--- src/rtl/pll_reset_sequencer.sv ---
// Sequences PLL reset, lock qualification and system reset release on the reference clock.
// All outputs are registered from the next state; lock decisions see pll_lock after SYNC_STAGES flops.
`timescale 1ns/1ps
module pll_reset_sequencer #(
  parameter int unsigned PLL_RST_CYCLES = 16,
  parameter int unsigned LOCK_TIMEOUT   = 65536,
  parameter int unsigned STABLE_CYCLES  = 1024,
  parameter int unsigned SYNC_STAGES    = 2,
  parameter int unsigned CNT_W          = 8
) (
  input  logic             clk_in,
  input  logic             rst_n,
  input  logic             pll_lock,
  input  logic             sw_reset_req,
  output logic             pll_rst,
  output logic             sys_rst_n,
  output logic             ready,
  output logic [CNT_W-1:0] lock_loss_cnt,
  output logic [CNT_W-1:0] timeout_cnt,
  output logic [1:0]       state_dbg
);

  localparam int unsigned MAX_A   = (PLL_RST_CYCLES > STABLE_CYCLES) ? PLL_RST_CYCLES : STABLE_CYCLES;
  localparam int unsigned MAX_CYC = (MAX_A > LOCK_TIMEOUT) ? MAX_A : LOCK_TIMEOUT;
  localparam int unsigned CYC_W   = (MAX_CYC > 1) ? $clog2(MAX_CYC) : 1;

  localparam logic [CYC_W-1:0] RST_LAST = CYC_W'(PLL_RST_CYCLES - 1);
  localparam logic [CYC_W-1:0] TMO_LAST = CYC_W'(LOCK_TIMEOUT - 1);
  localparam logic [CYC_W-1:0] STB_LAST = CYC_W'(STABLE_CYCLES - 1);

  typedef enum logic [1:0] {
    ST_PLL_RST   = 2'd0,
    ST_WAIT_LOCK = 2'd1,
    ST_STABLE    = 2'd2,
    ST_RUN       = 2'd3
  } state_t;

  state_t                 state_q;
  state_t                 state_nx;
  logic [CYC_W-1:0]       cyc_q;
  logic [CYC_W-1:0]       cyc_nx;
  logic [SYNC_STAGES-1:0] sync_q;
  logic                   lock_s;
  logic                   loss_evt;
  logic                   tmo_evt;

  // pll_lock is asynchronous to clk_in; only the last stage is ever looked at
  always_ff @(posedge clk_in) begin
    if (!rst_n) begin
      sync_q <= '0;
    end else begin
      sync_q <= {sync_q[SYNC_STAGES-2:0], pll_lock};
    end
  end

  assign lock_s = sync_q[SYNC_STAGES-1];

  always_comb begin
    state_nx = state_q;
    cyc_nx   = cyc_q + 1'b1;
    loss_evt = 1'b0;
    tmo_evt  = 1'b0;

    unique case (state_q)
      ST_PLL_RST: begin
        if (cyc_q == RST_LAST) begin
          state_nx = ST_WAIT_LOCK;
        end
      end
      ST_WAIT_LOCK: begin
        if (lock_s) begin
          state_nx = ST_STABLE;
        end else if (cyc_q == TMO_LAST) begin
          state_nx = ST_PLL_RST;
          tmo_evt  = 1'b1;
        end
      end
      ST_STABLE: begin
        if (!lock_s) begin
          state_nx = ST_WAIT_LOCK;
        end else if (cyc_q == STB_LAST) begin
          state_nx = ST_RUN;
        end
      end
      ST_RUN: begin
        cyc_nx = '0;
        if (!lock_s) begin
          state_nx = ST_WAIT_LOCK;
          loss_evt = 1'b1;
        end
      end
      default: begin
        state_nx = ST_PLL_RST;
      end
    endcase

    // A software request beats any lock or timeout decision made this cycle
    if (sw_reset_req) begin
      state_nx = ST_PLL_RST;
      loss_evt = 1'b0;
      tmo_evt  = 1'b0;
    end

    if ((state_nx != state_q) || sw_reset_req) begin
      cyc_nx = '0;
    end
  end

  always_ff @(posedge clk_in) begin
    if (!rst_n) begin
      state_q <= ST_PLL_RST;
      cyc_q   <= '0;
    end else begin
      state_q <= state_nx;
      cyc_q   <= cyc_nx;
    end
  end

  always_ff @(posedge clk_in) begin
    if (!rst_n) begin
      pll_rst   <= 1'b1;
      sys_rst_n <= 1'b0;
      ready     <= 1'b0;
      state_dbg <= 2'd0;
    end else begin
      pll_rst   <= (state_nx == ST_PLL_RST);
      sys_rst_n <= (state_nx == ST_RUN);
      ready     <= (state_nx == ST_RUN);
      state_dbg <= state_nx;
    end
  end

  always_ff @(posedge clk_in) begin
    if (!rst_n) begin
      lock_loss_cnt <= '0;
      timeout_cnt   <= '0;
    end else begin
      if (loss_evt && (lock_loss_cnt != {CNT_W{1'b1}})) begin
        lock_loss_cnt <= lock_loss_cnt + 1'b1;
      end
      if (tmo_evt && (timeout_cnt != {CNT_W{1'b1}})) begin
        timeout_cnt <= timeout_cnt + 1'b1;
      end
    end
  end

endmodule

--- config.mk ---
export PLATFORM = sky130hd
export DESIGN_NAME = pll_reset_sequencer
export DESIGN_NICKNAME = d
export VERILOG_FILES = /design/src/rtl/pll_reset_sequencer.sv
export SDC_FILE = /design/constraint.sdc
export NUM_CORES = 1
export LEC_CHECK = 0
export ABC_CLOCK_PERIOD_IN_PS = 1800
export CAP_MARGIN = 20
export CORE_ASPECT_RATIO = 0.6
export CORE_MARGIN = 2
export CORE_UTILIZATION = 40
export DETAILED_ROUTE_END_ITERATION = 8
export SYNTH_ARGS = -nofsm -noshare
export SYNTH_HDL_FRONTEND = slang
export SYNTH_SLANG_ARGS = --single-unit
--- constraint.sdc ---
create_clock -name clk_in -period 1.8 [get_ports clk_in]
set_clock_uncertainty 0.1 [all_clocks]
set_input_delay 0.18 -clock clk_in [delete_from_list [all_inputs] [get_ports clk_in]]
set_output_delay 0.18 -clock clk_in [all_outputs]
set_load 0.05 [all_outputs]
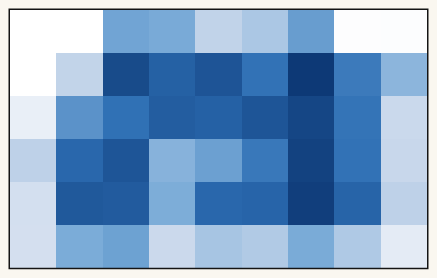
density.png
9 x 6 tiles, from white (low) to dark blue (high), 0 to 100% covered.
densest ninth of the die: centre
nearly empty tiles: 9.3%
mean over tiles: 52%
emptiest ninth of the die: north-west
fullest tile: 96%
FP Util: 42.09%
Core Box Area: 0.004144 sq mm
Util after Layout: 63.80%

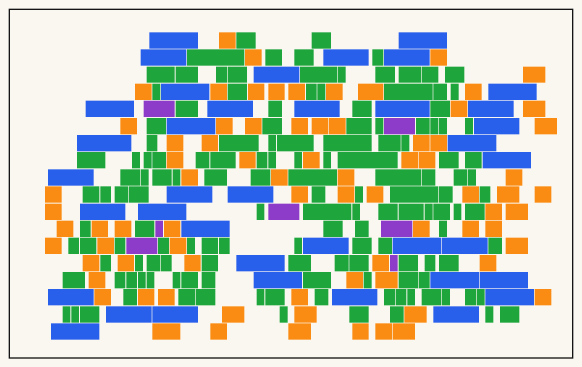
cell_classes.png
[clock drivers and dummy loads] purple | cells: 7 | share of their area: 3.0%
[other buffers and delay cells] orange | cells: 77 | share of their area: 24%
[all other logic] green | cells: 144 | share of their area: 42%
[flops] blue | cells: 38 | share of their area: 31%
row cnt: 18
post-route design area: 0.002644 sq mm
Seq/total area: 29.86%

==> ci_impl_report.md <==
## Implementation flow summary

| Metric | Value |
|---|---|
| Status | finished, violations left |
| Violated checks | negative setup slack |
| Synth async-reset ratio | 0% |
| Reg2Reg Setup Slack | -0.17 ns |
| Area of the multi-input gates | 0.001056 sq mm |
| Die area | 0.004922 sq mm |
| Top FF cell, synth | dfxtp_1 |
| Clock Path Buffers | 2 |
| Logic share of the area | between 30% and 40% |
| Top cells by area | dfxtp_1 (44%), xor2_1 (7.0%), nor2_1 (4.7%), xnor2_1 (4.0%), nand3_1 (2.6%) |
| Top cells excl fill/tap | buf_4 (63), nor2_1 (21), dfxtp_1 (19) |
| Max reg flops | 16 |
| Global-route wire length before repair | around 7300 microns |
| Ports | 25 |
| # setup viols final | 17 |
| Leakage | around 1.1 nW |
| Logic Gate Count | 136 |
| Max-slew violations | 0 |
| Critical Path AT | 2.03 ns |
| Worst vdd ir | 0.3265 mV |
| Flop count | 38 |
| Worst relative slew slack | 64.92% |
| NonClk Buf Share | a little under a quarter |
| Register share after synthesis | between 40% and 50% |
| RR Endpoint | cyc_q[1] |
| Die height | 55.15 microns |
| DR pass1 iterations | 4 |
| Critical path class | reg2reg |
| Hold Vio Cnt, Final | 0 |
| Hold Buf Count CTS | 0 |
| Reg2Reg Launch Point | cyc_q[11] |
| Vias | 1635 |
| Flops & latches, synth | 38 |
| Netlist Area Pre-Place | around 0.0017 sq mm |
| Share of cells above drive strength 1 | 42.48% |
| CP Capture Point | cyc_q[1] |
| CP startpoint | cyc_q[11] |
| Avg Cell Area, Syn | 9.377 sq um |
| Post-layout period usage of the worst path | 109.3% |
| Via-to-Cell Ratio | 5.015 |
| Worst Setup End Kind | register |
| Worst Path Max Fanout | 8 |
| Syn-to-layout area delta | 51.58% |
| Dpl cell area | between 0.002 and 0.0025 sq mm |
| Final net count | 273 |
| Routed Wire Length | 4527 microns |
| Sequential cell area | 789.5 sq um |
| Worst slew pin tran | about 0.52 ns |
| DP HPWL | 3195 microns |
| Total GRT Usage | between 20% and 30% |
| Ys Warns | 0 |
| CTS Sinks | 38 |
| RSZ-0062 raised after global routing | yes |
| Max Fclk | 508.2 MHz |
| Total tool warning count | 29 |
| Wire length per cell | about 14 microns |
| Largest regs | cyc_q: 16 flops, lock_loss_cnt: 8 flops, timeout_cnt: 8 flops |
| Floorplan net count | 193 |
| CTS tree | yes |
| Grt ovf | 0 |
| Cells after Synth | between 150 and 200 |
| Synth cell count leaders | dfxtp_1 (38), nor2_1 (22), xor2_1 (14) |
| Placed cell count | 314 |
| Number of cells in Yosys stat | about 190 |
| Dpl ws | -0.2591 ns |
| Cell depth of the worst flop-to-flop path | 6 |
| Worst setup SP type | register |
| Most numerous logic cell after layout | buf_4 |
| Filler cells | around 350 |
| Number of synthesized flops with an enable pin | 0 |
| Largest net degree at the start of global routing | 16 |
| Drc violations | 0 |
| Max Cap Viol | 0 |
| Yosys stat chip area | 0.001744 sq mm |
| Detail Route Antenna Nets | 0 |
| Top class by area | combinational gates |
| Clk cell area share | 2.887% |
| Buffers on Ports | 24 |
| ANT cells | 0 |
| Crit path time final | 1.968 ns |
| Cts bufs inserted | 5 |
| Non-clock buffer count | around 77 |
| Pwr Density | 550.2 mW/mm^2 |
| Max H-tree Level | 2 |
| Final worst slack | -0.1678 ns |
| Area share, top type | approximately 44% |
| Final Total Pwr | 1.455 mW |
| Die X-Extent | 89.25 microns |
| Most frequent cell after synthesis | dfxtp_1 |
| TAP cells | 60 |
| Inverters | 8 |
| Placer Congestion | roughly 0.77 |
| Post-synth cell types | 40 |
| Cell type with the largest total area | dfxtp_1 |
| Worst Path Required | 1.87 ns |
| HP Class | reg2reg |
| Initial antenna violation count | 0 |
| Vias in the first global route | between 1500 and 2000 |
| Latency at later pin | 0.29 ns |
| Starting DRT DRC Count | 95 |
| Non-filler cells in the finished layout | ~330 |
| Top reg by flops | cyc_q |
| CTS root buffer | clkbuf_8 |
[per-stage QoR]
| stage | util, % | TNS (ns) | hold slack (ns) |
|---|---|---|---|
| finish | 63.80 | -2.029 | 0.3845 |
| floorplan | - | -0.3155 | 0.2017 |
| global placement | 58.03 | -3.300 | 0.3275 |
| CTS | 62.92 | -1.614 | 0.3792 |
| global route | 63.80 | -3.684 | 0.3898 |
| detailed placement | 58.03 | -3.691 | 0.3576 |
[power breakdown]
group	switching, mW	total, mW	internal [mW]
Combinational	0.0329	0.0651	0.0321
Clock	0.278	0.544	0.267
Sequential	0.00335	0.845	0.842
Total	0.314	1.45	1.14
[worst min-delay path by stage]
stage / cells after the start / start / slack, ns / endpoint
5_1_grt: 1 / sync_q[0] / 0.39 / sync_q[1]
3_5_place_dp: 1 / sync_q[0] / 0.36 / sync_q[1]
6_report: 1 / sync_q[0] / 0.38 / sync_q[1]
3_3_place_gp: 1 / sync_q[0] / 0.33 / sync_q[1]
2_1_floorplan: 1 / rst_n / 0.20 / lock_loss_cnt[6]
4_1_cts: 1 / sync_q[0] / 0.38 / sync_q[1]
[critical path, cell delays in order (launching register included)]
cell and delay (ns):
dfxtp_4 0.36, or4_4 0.55, nor4_4 0.33, nor2_2 0.08, a211oi_4 0.18, buf_6 0.19, nor3b_2 0.06
[logic make-up after synthesis]
group           share of synthesized area, %
compound gates                         9.398
mux                                    1.148
simple gates                           29.41
buf+inv                                3.228
flops                                  43.62
fa+ha+maj                              2.152
xor+xnor                               11.05
[metal layers]
layer	track usage [%]	up-vias	routed length [microns]
met5	0	-	0
met3	4.896	5	183
li1	-	821	-
met4	7.463	0	36
met2	32.96	32	2079
met1	26.58	777	2226
[repair_timing]
item,in CTS,in global routing
gates resized,17,7
setup buffers,5,0
endpoints found under the setup margin,19,22
pin swaps,10,3
Power figures rest on the tool's default switching activity, not on a simulated workload.
